## config.mk

```make
export PLATFORM = sky130hd
export DESIGN_NAME = keypad_scanner
export DESIGN_NICKNAME = d
export VERILOG_FILES = /design/src/rtl/keypad_pkg.sv /design/src/rtl/keypad_scanner_debounce.sv /design/src/rtl/keypad_scanner.sv
export SDC_FILE = /design/constraint.sdc
export NUM_CORES = 1
export LEC_CHECK = 0
export CAP_MARGIN = 20
export CORE_MARGIN = 3
export CORE_UTILIZATION = 60
export CTS_BUF_LIST = sky130_fd_sc_hd__clkbuf_8
export CTS_CLUSTER_SIZE = 12
export DETAILED_ROUTE_END_ITERATION = 16
export DONT_BUFFER_PORTS = 1
export GPL_ROUTABILITY_DRIVEN = 0
export GPL_TIMING_DRIVEN = 0
export PLACE_DENSITY = 0.87
export SYNTH_ARGS = -nofsm -noshare
export SYNTH_HDL_FRONTEND = slang
export SYNTH_SLANG_ARGS = --single-unit
export TNS_END_PERCENT = 100
```

## constraint.sdc

```tcl
create_clock -name clk -period 3 [get_ports clk]
set_input_delay 0.6 -clock clk [delete_from_list [all_inputs] [get_ports clk]]
set_output_delay 0.6 -clock clk [all_outputs]
set_load 0.02 [all_outputs]
```

## src/rtl/keypad_pkg.sv

```systemverilog
// ============================================================================
// Module      : keypad_pkg
// Description : Shared constants, key code type and key numbering helper for
//               the 3x3 matrix keypad scanner.
// Revision    : 1.0 - initial release
// ============================================================================
`default_nettype none

package keypad_pkg;

    localparam logic [3:0] KEY_NONE = 4'd0;
    localparam int         NUM_ROWS = 3;
    localparam int         NUM_COLS = 3;

    typedef logic [3:0] key_code_t;

    // Keys are numbered row-major starting at 1: row 0/col 0 = 1, row 2/col 2 = 9.
    function automatic key_code_t key_index(input logic [1:0] row, input logic [1:0] col);
        return key_code_t'(4'd3 * {2'b00, row} + {2'b00, col} + 4'd1);
    endfunction

endpackage

`default_nettype wire

```

## src/rtl/keypad_scanner_debounce.sv

```systemverilog
// ============================================================================
// Module      : key_debounce
// Description : Whole-matrix debouncer. Accepts a new scan code once it has
//               been seen in DEBOUNCE_SCANS consecutive scans, presents it on
//               key_data and strobes key_valid for newly accepted presses.
// Revision    : 1.0 - initial release
// ============================================================================
`default_nettype none

module key_debounce
    import keypad_pkg::*;
#(
    parameter int DEBOUNCE_SCANS = 4
) (
    input  logic      clk,
    input  logic      rst_n,
    input  logic      clr,
    input  logic      scan_done,
    input  key_code_t scan_code,
    output key_code_t key_data,
    output logic      key_valid,
    output logic      key_held
);

    localparam int                c_STB_W   = $clog2(DEBOUNCE_SCANS + 1);
    localparam logic [c_STB_W-1:0] c_STB_MAX = c_STB_W'(DEBOUNCE_SCANS);

    key_code_t          r_cand;
    logic [c_STB_W-1:0] r_stable;
    key_code_t          r_key_data;
    logic               r_key_valid;
    logic               r_key_held;

    logic [c_STB_W-1:0] w_stable_nxt;
    logic               w_accept;

    // Next stability count and acceptance decision for the scan ending now.
    always_comb begin
        w_stable_nxt = c_STB_W'(1);
        if (scan_code == r_cand) begin
            w_stable_nxt = (r_stable == c_STB_MAX) ? c_STB_MAX : r_stable + c_STB_W'(1);
        end
        w_accept = (w_stable_nxt == c_STB_MAX) && (scan_code != r_key_data);
    end

    // Candidate tracking and accepted-key register; clr wipes all history.
    always_ff @(posedge clk or negedge rst_n) begin
        if (!rst_n) begin
            r_cand      <= KEY_NONE;
            r_stable    <= '0;
            r_key_data  <= KEY_NONE;
            r_key_valid <= 1'b0;
            r_key_held  <= 1'b0;
        end else if (clr) begin
            r_cand      <= KEY_NONE;
            r_stable    <= '0;
            r_key_data  <= KEY_NONE;
            r_key_valid <= 1'b0;
            r_key_held  <= 1'b0;
        end else begin
            r_key_valid <= 1'b0;
            if (scan_done) begin
                r_cand   <= scan_code;
                r_stable <= w_stable_nxt;
                if (w_accept) begin
                    r_key_data  <= scan_code;
                    r_key_valid <= (scan_code != KEY_NONE);
                    r_key_held  <= (scan_code != KEY_NONE);
                end
            end
        end
    end

    assign key_data  = r_key_data;
    assign key_valid = r_key_valid;
    assign key_held  = r_key_held;

endmodule

`default_nettype wire

```

## src/rtl/keypad_scanner.sv

```systemverilog
// ============================================================================
// Module      : keypad_scanner
// Description : 3x3 active-low matrix keypad scanner. Drives one column per
//               slot, samples rows at slot end, assembles a 9-bit snapshot
//               and hands the encoded key to the debouncer every full scan.
//               Build option KEYPAD_MULTIKEY_REJECT_EN: multi-key snapshots
//               encode as no key (otherwise the lowest key number wins).
// Revision    : 1.0 - initial release
// ============================================================================
`default_nettype none

module keypad_scanner
    import keypad_pkg::*;
#(
    parameter int SCAN_DIV       = 25000,
    parameter int DEBOUNCE_SCANS = 4
) (
    input  logic       clk,
    input  logic       rst_n,
    input  logic       en,
    input  logic [2:0] key_row,
    output logic [2:0] key_col,
    output logic [3:0] key_data,
    output logic       key_valid,
    output logic       key_held
);

    localparam int                c_CNT_W = (SCAN_DIV > 1) ? $clog2(SCAN_DIV) : 1;
    localparam logic [c_CNT_W-1:0] c_LAST  = c_CNT_W'(SCAN_DIV - 1);

    logic [c_CNT_W-1:0] r_slot_cnt;
    logic [1:0]         r_col;
    logic [8:0]         r_snap;
    logic [2:0]         r_key_col;

    logic               w_tick;
    logic               w_scan_done;
    logic [1:0]         w_col_nxt;
    logic [8:0]         w_snap_full;
    key_code_t          w_scan_code;

    assign w_tick      = en && (r_slot_cnt == c_LAST);
    assign w_scan_done = w_tick && (r_col == 2'd2);
    assign w_col_nxt   = w_tick ? ((r_col == 2'd2) ? 2'd0 : r_col + 2'd1) : r_col;

    // Snapshot with the live row sample merged into the current column (1 = pressed).
    always_comb begin
        w_snap_full = r_snap;
        for (int r = 0; r < NUM_ROWS; r++) begin
            w_snap_full[3*r + int'(r_col)] = ~key_row[r];
        end
    end

    // Encoder: walk keys from highest to lowest so the lowest pressed key is kept.
    always_comb begin
        w_scan_code = KEY_NONE;
        for (int r = NUM_ROWS - 1; r >= 0; r--) begin
            for (int c = NUM_COLS - 1; c >= 0; c--) begin
                if (w_snap_full[3*r + c]) begin
                    w_scan_code = key_index(2'(r), 2'(c));
                end
            end
        end
`ifdef KEYPAD_MULTIKEY_REJECT_EN
        if ((w_snap_full & (w_snap_full - 9'd1)) != 9'd0) begin
            w_scan_code = KEY_NONE;
        end
`endif
    end

    // Slot timer, column index and snapshot; all held at reset values while disabled.
    always_ff @(posedge clk or negedge rst_n) begin
        if (!rst_n) begin
            r_slot_cnt <= '0;
            r_col      <= 2'd0;
            r_snap     <= '0;
        end else if (!en) begin
            r_slot_cnt <= '0;
            r_col      <= 2'd0;
            r_snap     <= '0;
        end else begin
            r_slot_cnt <= w_tick ? '0 : r_slot_cnt + c_CNT_W'(1);
            r_col      <= w_col_nxt;
            if (w_tick) begin
                r_snap <= w_snap_full;
            end
        end
    end

    // Registered column drive so the column changes on the edge after tick.
    always_ff @(posedge clk or negedge rst_n) begin
        if (!rst_n) begin
            r_key_col <= 3'b110;
        end else if (!en) begin
            r_key_col <= 3'b111;
        end else begin
            r_key_col <= ~(3'b001 << w_col_nxt);
        end
    end

    assign key_col = r_key_col;

    key_debounce #(
        .DEBOUNCE_SCANS (DEBOUNCE_SCANS)
    ) u_debounce (
        .clk       (clk),
        .rst_n     (rst_n),
        .clr       (~en),
        .scan_done (w_scan_done),
        .scan_code (w_scan_code),
        .key_data  (key_data),
        .key_valid (key_valid),
        .key_held  (key_held)
    );

endmodule

`default_nettype wire

```

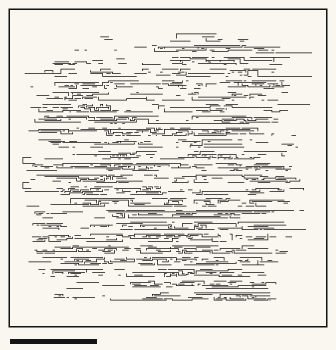
Fig. 1. M1 wires (run 1).
The bar under the picture is 20 µm long.
wire length on this layer: 2930 µm
share of all routed wire: 38%
nets with wire on the layer: 315
longest straight run: 33.1 µm

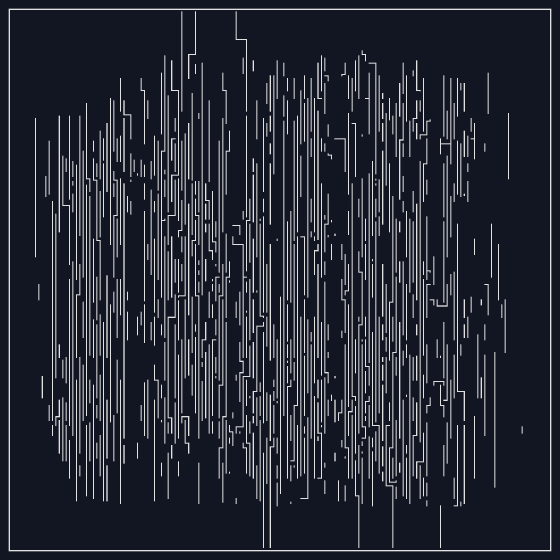
Fig. 2. The metal 2 layer (run 1).
main direction: vertical
longest straight run: 39.8 µm

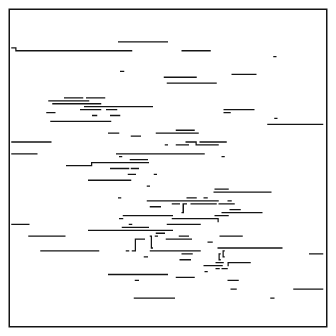
Fig. 3. Signal wires on met3 (run 1).
main direction: horizontal
nets with wire on the layer: 63
wire length on this layer: 537 µm

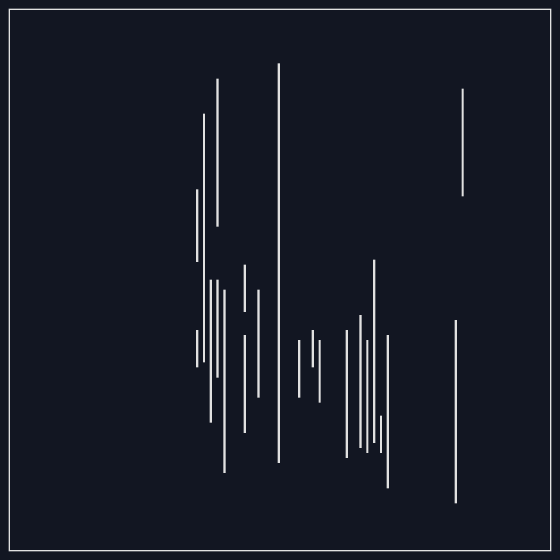
Fig. 4. Signal wires on met4 (run 1).
wire length on this layer: 369 µm
share of all routed wire: 4.8%
main direction: vertical

## run 1: worst min-delay path by stage
stage / end / slack [ns]
after floorplan: key_col[0] / 0.30
after global placement: u_debounce.key_held / 0.31
after detailed placement: u_debounce.key_valid / 0.31
after CTS: key_col[2] / 0.12
after global routing: key_col[1] / 0.11
final: u_debounce.r_cand[3] / 0.12
## run 1: power by group
| part | total (mW) | internal [mW] | switching [mW] | leakage, nW |
|---|---|---|---|---|
| clock | 0.383 | 0.161 | 0.222 | 0.0493 |
| combinational | 0.0975 | 0.0382 | 0.0594 | 0.755 |
| sequential | 0.575 | 0.570 | 0.00511 | 0.572 |
| total | 1.06 | 0.769 | 0.286 | 1.38 |
## run 1: state kept, by name, summed over array words and instances (netlist names)
register and count:
r_slot_cnt 15, r_snap 9, u_debounce.key_data 4, u_debounce.r_cand 4
key_col 3, u_debounce.r_stable 3, r_col 2, u_debounce.key_held 1
u_debounce.key_valid 1
## run 1: cell families (layout without fill, tap and decap cells)
family | after synthesis | count (layout)
XOR/XNOR | 13 | 13
AND/OR/NAND/NOR | 142 | 142
multiplexers | 10 | 10
adder cells (fa/ha/maj) | 10 | 10
AND-OR/OR-AND | 59 | 59
buffers and inverters | 18 | 51
flip-flops | 42 | 42
## run 1: worst max-delay path: cells and delay by family, from the launching register on
kind | cells | cell delay [ns]
buffers and inverters | 2 | 0.38
flip-flops | 1 | 0.41
multiplexers | 1 | 0.20
AND/OR/NAND/NOR | 3 | 0.90
adder cells (fa/ha/maj) | 1 | 0.32
AND-OR/OR-AND | 4 | 0.84
## run 1: repair_timing
| item | in CTS | in global routing |
|---|---|---|
| endpoints found under the setup margin | 9 | 9 |
| endpoints found under the hold margin | 40 | 0 |
| pin swaps | 6 | 14 |
| resized | 17 | 34 |
| setup buffers | 11 | 15 |
| hold buffers | 1 | 0 |
==> reports/summary.json, run 1 <==
{
  "finish": {
    "fillerInstances": 252,
    "layout.buffer.nonclock.area_share_pct": 7.57,
    "layout.cells.most_common_list": "38 x sky130_fd_sc_hd__nor2_1, 38 x sky130_fd_sc_hd__dfrtp_1, 27 x sky130_fd_sc_hd__nand2_1",
    "stdcell_area_um2": 3340,
    "post_route_cells_drive_above_1_share_pct": 26.6
  },
  "yosys": {
    "yosys-mux-area-fraction_pct": 3.72,
    "top_cell_types_by_occurrence_after_synthesis": "41 x sky130_fd_sc_hd__nor2_1, 40 x sky130_fd_sc_hd__dfrtp_1, 27 x sky130_fd_sc_hd__nand2_1"
  },
  "clock_network": {
    "max-clock-path-buffers": 2,
    "clock-root-buffer": "sky130_fd_sc_hd__clkbuf_8",
    "cts_htree_levels": 2
  },
  "status": {
    "run_status": "complete, but fails checks",
    "failed_checks": "negative setup slack"
  },
  "timing": {
    "worst_pin_slew_ns": 0.667,
    "grt_setup_unrepaired": "true",
    "setup_slack_ns": -0.132,
    "setup_viol_count_final": 6
  },
  "routing": {
    "vias": 2567,
    "drc_errors": 0,
    "routed_wirelength_um": 7660
  },
  "grt": {
    "overflow": 0,
    "first_pass_grt_wire_length_um": 11300,
    "number_of_antenna_violations_at_the_first_check_in_global_routing": 0
  },
  "die": {
    "io_pins": 15,
    "floorplan.die.height_um": 73.0
  },
  "setup_path": {
    "critical_path.cell_chain": "clkinvlp_4 -> ha_4 -> a21bo_2 -> a31o_4 -> buf_4 -> nor4_1 -> a32oi_1 -> o311a_1 -> nor4_4 -> nand2b_1 -> mux2i_1"
  },
  "placement": {
    "placedCellCount": 344
  }
}
==> inputs of run 2 (changes only) <==
--- a/config.mk
+++ b/config.mk
@@ -5,10 +5,10 @@
 export SDC_FILE = /design/constraint.sdc
 export NUM_CORES = 1
 export LEC_CHECK = 0
-export CAP_MARGIN = 20
 export CORE_MARGIN = 3
 export CORE_UTILIZATION = 60
 export CTS_BUF_LIST = sky130_fd_sc_hd__clkbuf_8
+export CTS_CLUSTER_DIAMETER = 60
 export CTS_CLUSTER_SIZE = 12
 export DETAILED_ROUTE_END_ITERATION = 16
 export DONT_BUFFER_PORTS = 1
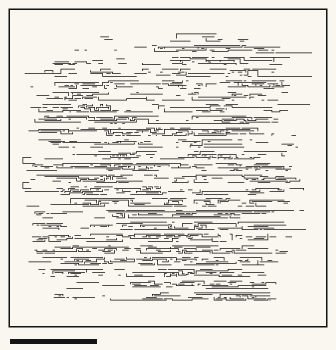
Fig. 5. M1 wires (run 2).
The bar under the picture is 20 µm long.
main direction: horizontal
share of all routed wire: 38%
wire length on this layer: 2930 µm
nets with wire on the layer: 315
longest straight run: 33.1 µm
GRT met1 Usage: 34.4%
Total Wirelength: 7660 µm

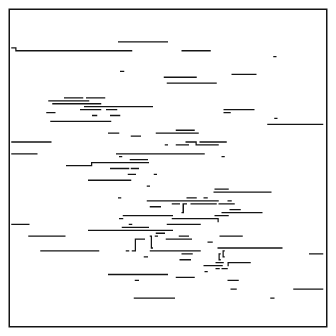
Fig. 6. Signal wires on met3 (run 2).
main direction: horizontal
nets with wire on the layer: 63
share of all routed wire: 7.0%
wire length on this layer: 537 µm
longest straight run: 26.7 µm
detailed-route via count: 2567
Global Route met3 Usage: 6.34%

==> reports/summary.json, run 2 <==
{
  "status": {
    "run_status": "complete, but fails checks",
    "failed_checks": "negative setup slack"
  },
  "clock_network": {
    "cts_htree_levels": 2,
    "clock-root-buffer": "sky130_fd_sc_hd__clkbuf_8"
  },
  "die": {
    "io_pins": 15,
    "floorplan.die.height_um": 73.0
  },
  "grt": {
    "number_of_antenna_violations_at_the_first_check_in_global_routing": 0
  },
  "yosys": {
    "top_cell_types_by_occurrence_after_synthesis": "41 x sky130_fd_sc_hd__nor2_1, 40 x sky130_fd_sc_hd__dfrtp_1, 27 x sky130_fd_sc_hd__nand2_1"
  },
  "finish": {
    "largest_register_ff_count": 15,
    "fillerInstances": 252
  },
  "pwr": {
    "switchingPower_uw": 286,
    "p_sw_share_pct": 27.1,
    "combinational_fraction_of_design_power_pct": 9.2,
    "power_frac_seq_pct": 54.5,
    "power_frac_clock_pct": 36.3,
    "p_int_uw": 769
  },
  "timing": {
    "setup_viol_count_final": 6,
    "setup_slack_ns": -0.132
  },
  "routing": {
    "drc_errors": 0
  },
  "setup_path": {
    "critical_path.cell_chain": "clkinvlp_4 -> ha_4 -> a21bo_2 -> a31o_4 -> buf_4 -> nor4_1 -> a32oi_1 -> o311a_1 -> nor4_4 -> nand2b_1 -> mux2i_1",
    "critical_path_cell_count": 11
  }
}
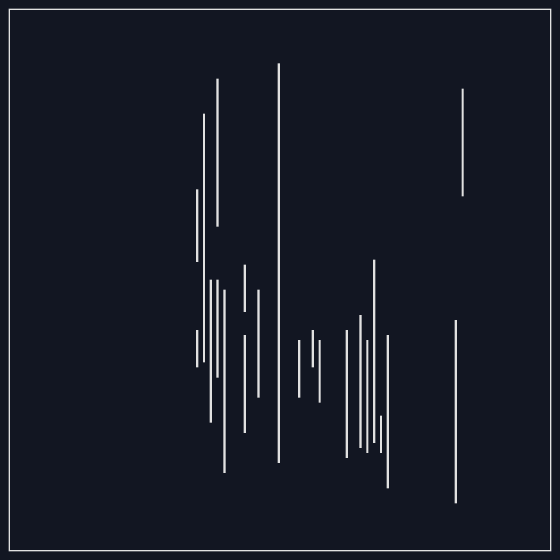
Fig. 7. Signal wires on met4 (run 2).
nets with wire on the layer: 22
wire length on this layer: 369 µm

## run 2: worst paths after layout
kind | startpoint | to
worst max-delay path | r_col[1] | u_debounce.key_held
worst min-delay path | rst_n | u_debounce.r_cand[3]
worst max register to register | r_col[1] | u_debounce.key_held
worst min register to register | r_slot_cnt[0] | r_slot_cnt[0]
max in group asynchronous | rst_n | r_col[0]
min in group clk | key_row[2] | r_snap[8]
## run 2: power by group through the flow
stage	sequential [mW]	clock (mW)	combinational [mW]
final	0.575	0.383	0.0975
after global placement	0.585	0	0.0566
after CTS	0.574	0.381	0.0791
after global routing	0.575	0.404	0.105
after floorplan	0.585	0	0.0458
after detailed placement	0.586	0	0.0582
## run 2: logic make-up after synthesis
family,count (synthesis),synth area share [%]
compound gates,59,16.1
mux,10,3.72
xor+xnor,13,4.23
flops,42,39.1
simple gates,142,29.6
fa+ha+maj,10,4.65
buf+inv,18,2.60
## run 2: through the flow
stage	worst slack (ns)	total power [mW]	instances
floorplan	0.0108	0.630	294
global placement	-0.241	0.642	344
detailed placement	-0.332	0.644	344
CTS	-0.0195	1.03	364
global route	-0.408	1.08	377
finish	-0.132	1.06	377
## run 2: final cells by class
cell class | count | area share [%]
multi-input cells | 234 | 55.2
well taps | 50 | 1.87
clock inverters | 3 | 0.525
repair buffers | 27 | 6.45
flip-flops and latches | 42 | 31.6
plain buffers | 8 | 1.12
inverters | 8 | 1.09
clock buffers | 5 | 2.06
## run 2: repair_timing
item | CTS | global route
gates resized | 17 | 34
buffers inserted | 11 | 15
hold buffers | 1 | 0
endpoints found under the setup margin | 9 | 9
endpoints found under the hold margin | 40 | 0
pin swaps | 6 | 14
Power and IR drop assume default switching activity.
